**config.mk**
```make
export PLATFORM = sky130hd
export DESIGN_NAME = writeback_stage
export DESIGN_NICKNAME = d
export VERILOG_FILES = /design/src/rtl/writeback_stage_pkg.sv /design/src/rtl/writeback_stage_load_extend.sv /design/src/rtl/writeback_stage.sv
export SDC_FILE = /design/constraint.sdc
export NUM_CORES = 1
export LEC_CHECK = 0
export CAP_MARGIN = 20
export CORE_ASPECT_RATIO = 1.25
export CORE_UTILIZATION = 49
export DETAILED_ROUTE_END_ITERATION = 16
export PLACE_DENSITY_LB_ADDON = 0.08
export SYNTH_ARGS = -nofsm -noshare
export SYNTH_HDL_FRONTEND = slang
export SYNTH_HIERARCHICAL = 1
export SYNTH_SLANG_ARGS = --single-unit
```
**constraint.sdc**
```tcl
create_clock -name wb_clk -period 3.6 [get_ports wb_clk]
set_clock_uncertainty 0.2 [all_clocks]
set_input_delay 0.54 -clock wb_clk [delete_from_list [all_inputs] [get_ports wb_clk]]
set_output_delay 0.54 -clock wb_clk [all_outputs]
set_load 0.01 [all_outputs]
```
**src/rtl/writeback_stage_pkg.sv**
```systemverilog
// Shared definitions for the writeback stage: opcode widths, load opcodes, offset width.
`ifndef WRITEBACK_STAGE_DEFINES
`define WRITEBACK_STAGE_DEFINES
`define OPCODE_WIDTH 6
`define FUNCT_WIDTH 6
`endif

package writeback_stage_pkg;

  localparam int unsigned OPCODE_W = `OPCODE_WIDTH;
  localparam int unsigned OFF_W    = 2;
  localparam int unsigned RET_W    = 32;

  localparam logic [OPCODE_W-1:0] OP_LB  = OPCODE_W'(8'h20);
  localparam logic [OPCODE_W-1:0] OP_LH  = OPCODE_W'(8'h21);
  localparam logic [OPCODE_W-1:0] OP_LW  = OPCODE_W'(8'h23);
  localparam logic [OPCODE_W-1:0] OP_LBU = OPCODE_W'(8'h24);
  localparam logic [OPCODE_W-1:0] OP_LHU = OPCODE_W'(8'h25);

  // True for the halfword loads, which need 2-byte alignment.
  function automatic logic is_half_load(input logic [OPCODE_W-1:0] op);
    return (op == OP_LH) || (op == OP_LHU);
  endfunction

endpackage

```
**src/rtl/writeback_stage_load_extend.sv**
```systemverilog
// Load lane selection (little-endian) plus sign/zero extension.
module writeback_stage_load_extend
  import writeback_stage_pkg::*;
#(
  parameter int unsigned DWIDTH = 32
) (
  input  logic [OPCODE_W-1:0] le_i_opcode,
  input  logic [OFF_W-1:0]    le_i_offset,
  input  logic [DWIDTH-1:0]   le_i_word,
  output logic [DWIDTH-1:0]   le_o_data
);

  logic [15:0] half_v;
  logic [7:0]  byte_v;

  // Pick the addressed lane, then extend according to the load opcode.
  always_comb begin
    half_v = le_i_offset[1] ? le_i_word[31:16] : le_i_word[15:0];
    case (le_i_offset)
      2'd0:    byte_v = le_i_word[7:0];
      2'd1:    byte_v = le_i_word[15:8];
      2'd2:    byte_v = le_i_word[23:16];
      default: byte_v = le_i_word[31:24];
    endcase
    le_o_data = le_i_word;
    case (le_i_opcode)
      OP_LB:   le_o_data = {{(DWIDTH-8){byte_v[7]}}, byte_v};
      OP_LBU:  le_o_data = {{(DWIDTH-8){1'b0}}, byte_v};
      OP_LH:   le_o_data = {{(DWIDTH-16){half_v[15]}}, half_v};
      OP_LHU:  le_o_data = {{(DWIDTH-16){1'b0}}, half_v};
      default: le_o_data = le_i_word;
    endcase
  end

endmodule

```
**src/rtl/writeback_stage.sv**
```systemverilog
// MEM/WB pipeline register and register-file write port.
// Optional retirement counter output wb_o_retired is enabled by WB_RETIRE_CNT_EN.
module writeback_stage
  import writeback_stage_pkg::*;
#(
  parameter int unsigned DWIDTH = 32,
  parameter int unsigned AWIDTH = 5
) (
  input  logic                wb_clk,
  input  logic                wb_rst,
  input  logic                wb_i_ce,
  input  logic                wb_i_stall,
  input  logic                wb_i_flush,
  input  logic [DWIDTH-1:0]   wb_i_alu_value,
  input  logic [DWIDTH-1:0]   wb_i_load_data,
  input  logic                wb_i_memtoreg,
  input  logic                wb_i_reg_wr,
  input  logic [AWIDTH-1:0]   wb_i_rd_addr,
  input  logic [OPCODE_W-1:0] wb_i_opcode,
  output logic                wb_o_ce,
  output logic                wb_o_reg_wr,
  output logic [AWIDTH-1:0]   wb_o_rd_addr,
  output logic [DWIDTH-1:0]   wb_o_data,
`ifdef WB_RETIRE_CNT_EN
  output logic [RET_W-1:0]    wb_o_retired,
`endif
  output logic                wb_o_misalign
);

  logic                ce_q, ce_d;
  logic [DWIDTH-1:0]   alu_q, alu_d;
  logic [DWIDTH-1:0]   load_q, load_d;
  logic                memtoreg_q, memtoreg_d;
  logic                reg_wr_q, reg_wr_d;
  logic [AWIDTH-1:0]   rd_q, rd_d;
  logic [OPCODE_W-1:0] op_q, op_d;
  logic                written_q, written_d;
  logic                mis_written_q, mis_written_d;
  logic [RET_W-1:0]    retired_q, retired_d;

  logic [OFF_W-1:0]    off_c;
  logic [DWIDTH-1:0]   load_ext_c;
  logic                misaligned_c;
  logic                reg_wr_c;
  logic                misalign_c;

  assign off_c = alu_q[OFF_W-1:0];

  writeback_stage_load_extend #(.DWIDTH(DWIDTH)) u_load_extend (
    .le_i_opcode (op_q),
    .le_i_offset (off_c),
    .le_i_word   (load_q),
    .le_o_data   (load_ext_c)
  );

  // Write-port decode from held state; flags make each event fire once per instruction.
  always_comb begin
    misaligned_c = memtoreg_q & ce_q &
                   (((op_q == OP_LW) & (off_c != '0)) | (is_half_load(op_q) & off_c[0]));
    reg_wr_c     = ce_q & reg_wr_q & (rd_q != '0) & ~written_q & ~misaligned_c;
    misalign_c   = misaligned_c & ~mis_written_q;
  end

  // Next-state: flush beats stall, stall holds, otherwise capture.
  always_comb begin
    ce_d          = ce_q;
    alu_d         = alu_q;
    load_d        = load_q;
    memtoreg_d    = memtoreg_q;
    reg_wr_d      = reg_wr_q;
    rd_d          = rd_q;
    op_d          = op_q;
    written_d     = written_q;
    mis_written_d = mis_written_q;
    retired_d     = retired_q;
    if (ce_q && !wb_i_stall && !wb_i_flush) begin
      retired_d = retired_q + RET_W'(1);
    end
    if (wb_i_flush) begin
      ce_d          = 1'b0;
      written_d     = 1'b0;
      mis_written_d = 1'b0;
    end else if (!wb_i_stall) begin
      ce_d          = wb_i_ce;
      alu_d         = wb_i_alu_value;
      load_d        = wb_i_load_data;
      memtoreg_d    = wb_i_memtoreg;
      reg_wr_d      = wb_i_reg_wr;
      rd_d          = wb_i_rd_addr;
      op_d          = wb_i_opcode;
      written_d     = 1'b0;
      mis_written_d = 1'b0;
    end else begin
      written_d     = written_q | reg_wr_c;
      mis_written_d = mis_written_q | misalign_c;
    end
  end

  // Stage registers with asynchronous reset.
  always_ff @(posedge wb_clk or posedge wb_rst) begin
    if (wb_rst) begin
      ce_q          <= 1'b0;
      alu_q         <= '0;
      load_q        <= '0;
      memtoreg_q    <= 1'b0;
      reg_wr_q      <= 1'b0;
      rd_q          <= '0;
      op_q          <= '0;
      written_q     <= 1'b0;
      mis_written_q <= 1'b0;
      retired_q     <= '0;
    end else begin
      ce_q          <= ce_d;
      alu_q         <= alu_d;
      load_q        <= load_d;
      memtoreg_q    <= memtoreg_d;
      reg_wr_q      <= reg_wr_d;
      rd_q          <= rd_d;
      op_q          <= op_d;
      written_q     <= written_d;
      mis_written_q <= mis_written_d;
      retired_q     <= retired_d;
    end
  end

  // Output drive.
  always_comb begin
    wb_o_ce       = ce_q;
    wb_o_reg_wr   = reg_wr_c;
    wb_o_rd_addr  = rd_q;
    wb_o_data     = memtoreg_q ? load_ext_c : alu_q;
    wb_o_misalign = misalign_c;
  end

`ifdef WB_RETIRE_CNT_EN
  assign wb_o_retired = retired_q;
`else
  logic unused_retired_c;
  assign unused_retired_c = ^retired_q;
`endif

endmodule

```
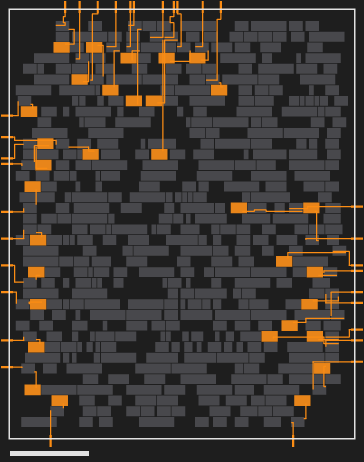
**Above:** run 1 (wires at chosen ports, followed through buffers).
The bar under the picture is 20 µm long.
legend:
  `wb_i_alu_value`:
    colour: orange
    direction: input
    edge: 11 top, 10 left, 9 right, 2 bottom
    end_cells: 32
    buffers: 32
    wire: 558 µm

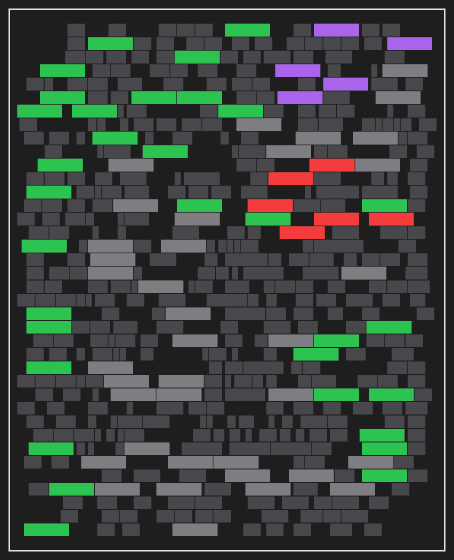
**Above:** run 1 (register map, names as in the netlist).
Other sequential cells in the stronger grey, the rest of the logic in the fainter grey.
legend:
  `op_q`:
    colour: red
    placed_flops: 6
  `wb_o_rd_addr`:
    colour: purple
    placed_flops: 5
    where: upper right
  `alu_q`:
    colour: green
    placed_flops: 32
    where: spread over the die
not coloured: 37

==> results.json, run 1 <==
{
  "status": "finished, final reports clean",
  "switching_power_uw": 788,
  "flop_area_um2": 2000,
  "tns_ns": 0,
  "hpwl_mm": 7.56,
  "warnings": 26,
  "core-area_um2": 8750,
  "cap_viol_max_count": 0,
  "edf_count": 0,
  "yosys.area.top_type": "dfrtp_1",
  "worstMarginPinSlew_ns": 0.692,
  "async_flop_share_pct": 100,
  "final_cell_area_um2": 5980,
  "drtPass1Iterations": 4,
  "rows": 38,
  "cts_made_buffers": 9,
  "antenna_left": 0,
  "worstSetupPathType": "flip-flop to output port",
  "p_clk_share_pct": 21.5,
  "vias": 3139,
  "cts_tree": "built",
  "most-common-layout-cells": "clkdlybuf4s50_1 (114), mux2_2 (85), dfrtp_1 (80)",
  "power_density_nw_per_um2": 449,
  "mostFrequentLayoutCell": "clkdlybuf4s50_1",
  "max_freq_mhz": 287,
  "syn_to_final_growth_pct": 33.9,
  "worstHoldStart": "written_q",
  "ys_seq_share_pct": 44.8,
  "crit_arrival_ns": 2.74,
  "finalCriticalPeriod_ns": 3.48,
  "syn_area_um2": 4470,
  "switching_share_pct": 29.3,
  "gp_congestion": 0.830,
  "ys_area_um2": 4470,
  "dp_slack_ns": 0.256,
  "layoutNonFillerInstCount": 576,
  "holdBufCountCts": 0,
  "ys_cells": 332,
  "cts_num_sinks": 80,
  "cp.required_ns": 2.86,
  "critPathLaunch": "op_q[1]",
  "pin_count": 122,
  "place_inst": 559,
  "yosysMostFrequentCell": "mux2_2",
  "grt-ovfl-total": 0,
  "crit_slowest_cell": "or4b_4",
  "setup_ws_ns": 0.120,
  "cp_cell_sequence": "or4b_4 -> nor4b_4 -> a221o_1 -> mux2_2 -> clkdlybuf4s50_1",
  "hold_violations": 0,
  "synthFlopType": "dfrtp_1",
  "rr_startpoint": "memtoreg_q",
  "slew_viol_final": 0,
  "utilization_pct": 68.4,
  "syn_avg_cell_area_um2": 13.5,
  "drtIter0Drc": 155,
  "routed_wirelength_mm": 10.3,
  "worst_hold_path_type": "flip-flop to flip-flop",
  "fp_nets": 414,
  "p_seq_share_pct": 43.1,
  "fp_util_pct": 51.1,
  "port_buffers": 121,
  "rsz0062_at_grt": "no",
  "ys.flops": 80,
  "chipArea_um2": 9510,
  "die_width_um": 87.4,
  "crit_path_end_kind": "output port",
  "via_per_inst": 5.45,
  "pwr-share-comb_pct": 35.4,
  "reg2reg_slack_ns": 1.88,
  "comb_area_um2": 2290,
  "synth_cell_types": 37
}
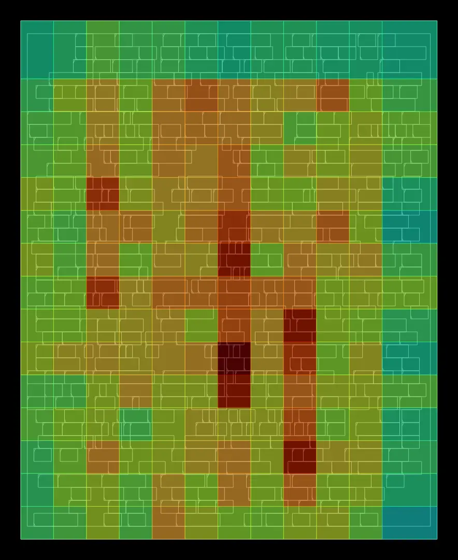
**Above:** run 1 (routing congestion).
total track usage: 23.1%
routed len/inst: 17.9 µm
met3 Use GR: 4.47%
Most Crowded Layer GR: met2
GR Util met2: 37.1%

[run 1: power groups by stage]
stage / registers, µW / logic, µW / clock network, µW
global placement: 1170 / 938 / 0
global route: 1180 / 1020 / 634
finish: 1160 / 950 / 578
detailed placement: 1180 / 949 / 0
floorplan: 1120 / 591 / 0
CTS: 1160 / 961 / 598
[run 1: area by class of cell]
cell class	count	area share, %
multi-input combinational	223	38.3
sequential	80	33.5
timing repair buffer	134	22.7
tap	120	2.51
clock buffer	13	2.49
clock inverter	3	0.293
inverter	3	0.209
[run 1: repair_timing]
| action | in CTS | in global routing |
|---|---|---|
| setup endpoints to repair | 16 | 21 |
| endpoints found under the hold margin | 0 | 0 |
| pin swaps | 0 | 1 |
| buffers inserted | 1 | 0 |
| gates resized | 4 | 9 |
[run 1: per-layer routing]
metal  wire length [µm]  part of all wire, %  vias up
met1               4440                   43     1556
met4                267                  2.6        0
met5                  0                    0        -
met2               5060                   49       97
met3                538                  5.2       19
li1                   -                    -     1467
[run 1: cell families (layout without fill, tap and decap cells)]
group	count (synthesis)	in the layout	share of synthesized area, %
DFF	80	80	44.8
AOI/OAI and AO/OA	40	40	7.00
and+or+nand+nor	50	50	6.16
muxes	133	133	37.9
buffers and inverters	29	153	4.20
[run 1: state kept, by name (all words and copies together) (netlist names)]
register       cells
memtoreg_q         1
alu_q             32
wb_o_ce            1
reg_wr_q           1
load_q            32
op_q               6
written_q          1
wb_o_rd_addr       5
mis_written_q      1
[run 1: final timing paths]
check,end,depth (start not counted)
max in group asynchronous,alu_q[5],3
min in group asynchronous,alu_q[21],2
min,written_q,2
max reg2reg,written_q,3
min reg2reg,written_q,2
max,wb_o_data[12],5
--- run 2 (diff from run 1) ---
--- a/config.mk
+++ b/config.mk
@@ -9,7 +9,7 @@
 export CORE_ASPECT_RATIO = 1.25
 export CORE_UTILIZATION = 49
 export DETAILED_ROUTE_END_ITERATION = 16
-export PLACE_DENSITY_LB_ADDON = 0.08
+export PLACE_DENSITY = 0.77
 export SYNTH_ARGS = -nofsm -noshare
 export SYNTH_HDL_FRONTEND = slang
 export SYNTH_HIERARCHICAL = 1
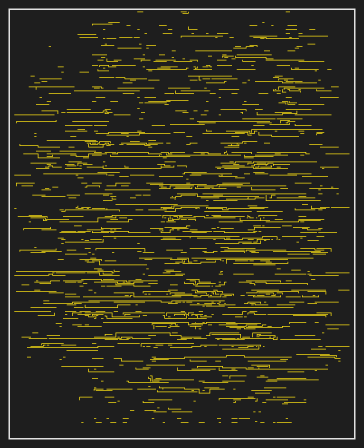
**Above:** run 2 (the metal 1 layer).
wire length on this layer: 4070 µm
share of all routed wire: 40%
longest straight run: 34.6 µm
main direction: horizontal
nets with wire on the layer: 452

==> run 2 against run 1 <==
Net effect:
- highest routed layer unchanged
- largest power group unchanged
- power decreased by 0.40%
- synthesized cell count unchanged
- worst setup slack got worse by 0.054 ns
- critical path depth increased by 1
- largest cell class unchanged
- worst hold slack improved by 0.022 ns
==> results.json, run 2 <==
{
  "status": "finished, final reports clean",
  "worstSetupPathType": "flip-flop to output port",
  "dp_slack_ns": 0.223,
  "slew_viol_final": 0,
  "ys_area_um2": 4470,
  "die_width_um": 87.4,
  "crit_arrival_ns": 2.79,
  "cts_setup_buffers": 0,
  "hold_violations": 0,
  "tns_ns": 0,
  "via_per_inst": 5.46,
  "power_density_nw_per_um2": 448,
  "top_regs": "alu_q x32, load_q x32, op_q x6",
  "port_buffers": 121,
  "max_freq_mhz": 283,
  "hpwl_mm": 7.46,
  "grt_usage_pct": 23.1,
  "cp_cell_sequence": "or4b_4 -> buf_12 -> mux2_2 -> a221o_1 -> mux2_2 -> clkdlybuf4s50_1",
  "edf_count": 0,
  "flop_area_um2": 2000,
  "crit_path_end_kind": "output port",
  "crit_slowest_cell": "or4b_4",
  "async_flop_share_pct": 100,
  "antenna_left": 0,
  "syn_to_final_growth_pct": 33.4,
  "cap_viol_max_count": 0,
  "finalCriticalPeriod_ns": 3.53,
  "gp_congestion": 0.806,
  "pin_count": 122,
  "holdBufCountCts": 0,
  "cts_made_buffers": 9,
  "ys_cells": 332,
  "cts_tree": "built",
  "fp_util_pct": 51.1,
  "syn_area_um2": 4470,
  "fp_nets": 414,
  "ys_seq_share_pct": 44.8,
  "core-area_um2": 8750,
  "cp.required_ns": 2.86,
  "yosysMostFrequentCell": "mux2_2"
}
==> run 2: timing repair <==
action                                  4_1_cts  5_1_grt
endpoints found under the setup margin       13        6
pin swaps                                     0        1
resized                                       4        7
==> run 2: worst paths after layout <==
kind | cells past startpoint | end | start | slack [ns]
setup / recovery | 6 | wb_o_data[1] | op_q[4] | 0.07
hold / removal | 1 | alu_q[24] | alu_q[24] | 0.30
setup reg to reg | 3 | written_q | memtoreg_q | 1.86
hold reg to reg | 1 | alu_q[24] | alu_q[24] | 0.30
max in group asynchronous | 3 | alu_q[6] | wb_rst | 2.15
min in group asynchronous | 2 | alu_q[23] | wb_rst | 0.39
==> run 2: per-layer routing <==
layer | vias to the layer above | part of all wire (%)
li1 | 1460 | -
met1 | 1541 | 40
met2 | 108 | 51
met3 | 15 | 6.9
met4 | 0 | 2.5
met5 | - | 0
==> run 2: cell type report <==
class | count | share of cell area, %
inverter | 3 | 0.210
sequential | 80 | 33.6
timing repair buffer | 132 | 22.7
multi-input combinational | 223 | 38.4
clock inverter | 1 | 0.0839
clock buffer | 13 | 2.50
tap | 120 | 2.52
==> run 2: metrics by stage <==
step,std cells,power (µW),util (%),cell area (µm²)
2_1_floorplan,332,1710,-,4470
3_3_place_gp,558,2110,66.1,5780
3_5_place_dp,558,2130,66.1,5780
4_1_cts,572,2700,67.9,5940
5_1_grt,572,2820,68.2,5970
6_report,572,2670,68.2,5970
==> run 2: where the power goes <==
part	leakage (µW)	switching [µW]	internal, µW	total, µW
clock	0.0000794	301	262	563
sequential	0.000945	128	1030	1160
combinational	0.00153	349	608	957
total	0.00256	778	1900	2670
==> run 2: kinds of logic after synthesis <==
family / share of synthesized area [%]
AOI/OAI and AO/OA: 7.00
buffers and inverters: 4.20
muxes: 37.9
DFF: 44.8
and+or+nand+nor: 6.16
--- run 3 (diff from run 2) ---
--- a/config.mk
+++ b/config.mk
@@ -7,9 +7,10 @@
 export LEC_CHECK = 0
 export CAP_MARGIN = 20
 export CORE_ASPECT_RATIO = 1.25
-export CORE_UTILIZATION = 49
+export CORE_UTILIZATION = 50
+export CTS_BUF_LIST = sky130_fd_sc_hd__clkbuf_8
 export DETAILED_ROUTE_END_ITERATION = 16
-export PLACE_DENSITY = 0.77
+export PLACE_DENSITY = 0.79
 export SYNTH_ARGS = -nofsm -noshare
 export SYNTH_HDL_FRONTEND = slang
 export SYNTH_HIERARCHICAL = 1
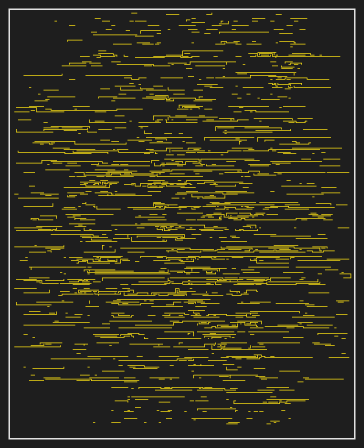
**Above:** run 3 (the metal 1 layer).
wire length on this layer: 4350 µm
main direction: horizontal
share of all routed wire: 40%
nets with wire on the layer: 478
DRT Wirelength: 10.7 mm
DR vias: 3190
grt met1 use: 29.3%

==> run 3 against run 2 <==
Net effect:
- critical path type unchanged
- routed wire length rose by 4.5%
- fmax rose by 0.70%
- register-to-register slack got worse by 0.10 ns
- global-route usage rose by 0.90 points
- first-iteration DRC count fell by 2.8%
- sequential share of layout area fell by 0.72 points
- critical endpoint is now wb_o_data[17]
- critical path depth fell by 1
==> results.json, run 3 <==
{
  "p_clk_share_pct": 25.7,
  "cp.required_ns": 2.86,
  "core-area_um2": 8700,
  "dpl-instance-area_um2": 5770,
  "via_per_inst": 5.52,
  "async_flop_share_pct": 100,
  "utilization_pct": 70.1,
  "hpwl_mm": 7.56,
  "ys_seq_share_pct": 44.8,
  "crit_path_end_kind": "output port",
  "place_inst": 556,
  "switching_power_uw": 812,
  "slew_viol_final": 0,
  "pwr-share-comb_pct": 33.3,
  "worstSetupPathType": "flip-flop to output port",
  "maxPowerGroup": "sequential cells",
  "top_regs": "alu_q x32, load_q x32, op_q x6",
  "syn_area_um2": 4470,
  "syn_to_final_growth_pct": 36.4,
  "status": "finished, final reports clean",
  "r2r-end": "written_q",
  "p_seq_share_pct": 41.0,
  "flop_area_um2": 2000,
  "clock_power_uw": 733,
  "tns_ns": 0,
  "worstHoldStart": "written_q",
  "cts_made_buffers": 9,
  "edf_count": 0,
  "fp_util_pct": 51.4,
  "power_density_nw_per_um2": 466,
  "antenna_left": 0,
  "powerSeq_uw": 1170,
  "crit_arrival_ns": 2.77,
  "layoutNonFillerInstCount": 578,
  "max_freq_mhz": 285,
  "ys_area_um2": 4470,
  "min_to": "written_q",
  "fp_nets": 414,
  "cap_viol_max_count": 0,
  "switching_share_pct": 28.5,
  "finalCriticalPeriod_ns": 3.51,
  "hold_depth": 2
}
run 3: through the flow:
step           setup slack [ns]  total power [µW]
2_1_floorplan             0.808              1710
3_3_place_gp              0.276              2110
3_5_place_dp              0.252              2130
6_report                 0.0905              2850
4_1_cts                 0.00841              2870
5_1_grt                  0.0477              2970
run 3: worst max-delay path: stages, from the launching register on:
cell and delay [ns]:
dfrtp_1 0.39, or4b_4 0.60, a211o_4 0.41, o21ai_1 0.27, mux2_2 0.20, clkdlybuf4s50_1 0.52
run 3: worst max path at each step:
stage	from	cells after the start	end
detailed placement	op_q[1]	5	wb_o_data[19]
CTS	op_q[3]	6	wb_o_data[4]
global route	op_q[3]	5	wb_o_data[17]
floorplan	wb_rst	1	alu_q[0]
global placement	op_q[1]	5	wb_o_data[19]
finish	op_q[3]	5	wb_o_data[17]
run 3: metal layers:
| layer | global-route usage (%) | part of all wire, % | vias to the layer above |
|---|---|---|---|
| li1 | - | - | 1474 |
| met1 | 29.3 | 40 | 1597 |
| met2 | 40.2 | 51 | 97 |
| met3 | 4.60 | 5.2 | 22 |
| met4 | 12.4 | 3.2 | 0 |
| met5 | 0 | 0 | - |
run 3: repair_timing:
item                                    in CTS  in global routing
pin swaps                                    1                  0
buffers inserted                             3                  3
endpoints found under the setup margin      17                 13
resized                                      9                 17
hold buffers                                 0                  0
endpoints found under the hold margin        0                  0
run 3: cell families after synthesis:
family | share of synthesized area, %
multiplexers | 37.9
flip-flops | 44.8
AND/OR/NAND/NOR | 6.16
AND-OR/OR-AND | 7.00
buffers and inverters | 4.20
run 3: final cells by class:
class,instances,share of cell area [%]
Inverter,3,0.205
Timing Repair Buffer,136,23.2
Clock buffer,10,2.26
Sequential cell,80,32.8
Multi-Input combinational cell,223,37.7
Clock inverter,6,1.35
Tap cell,120,2.46
No activity file was given, so power comes from the tool's default toggle rates.
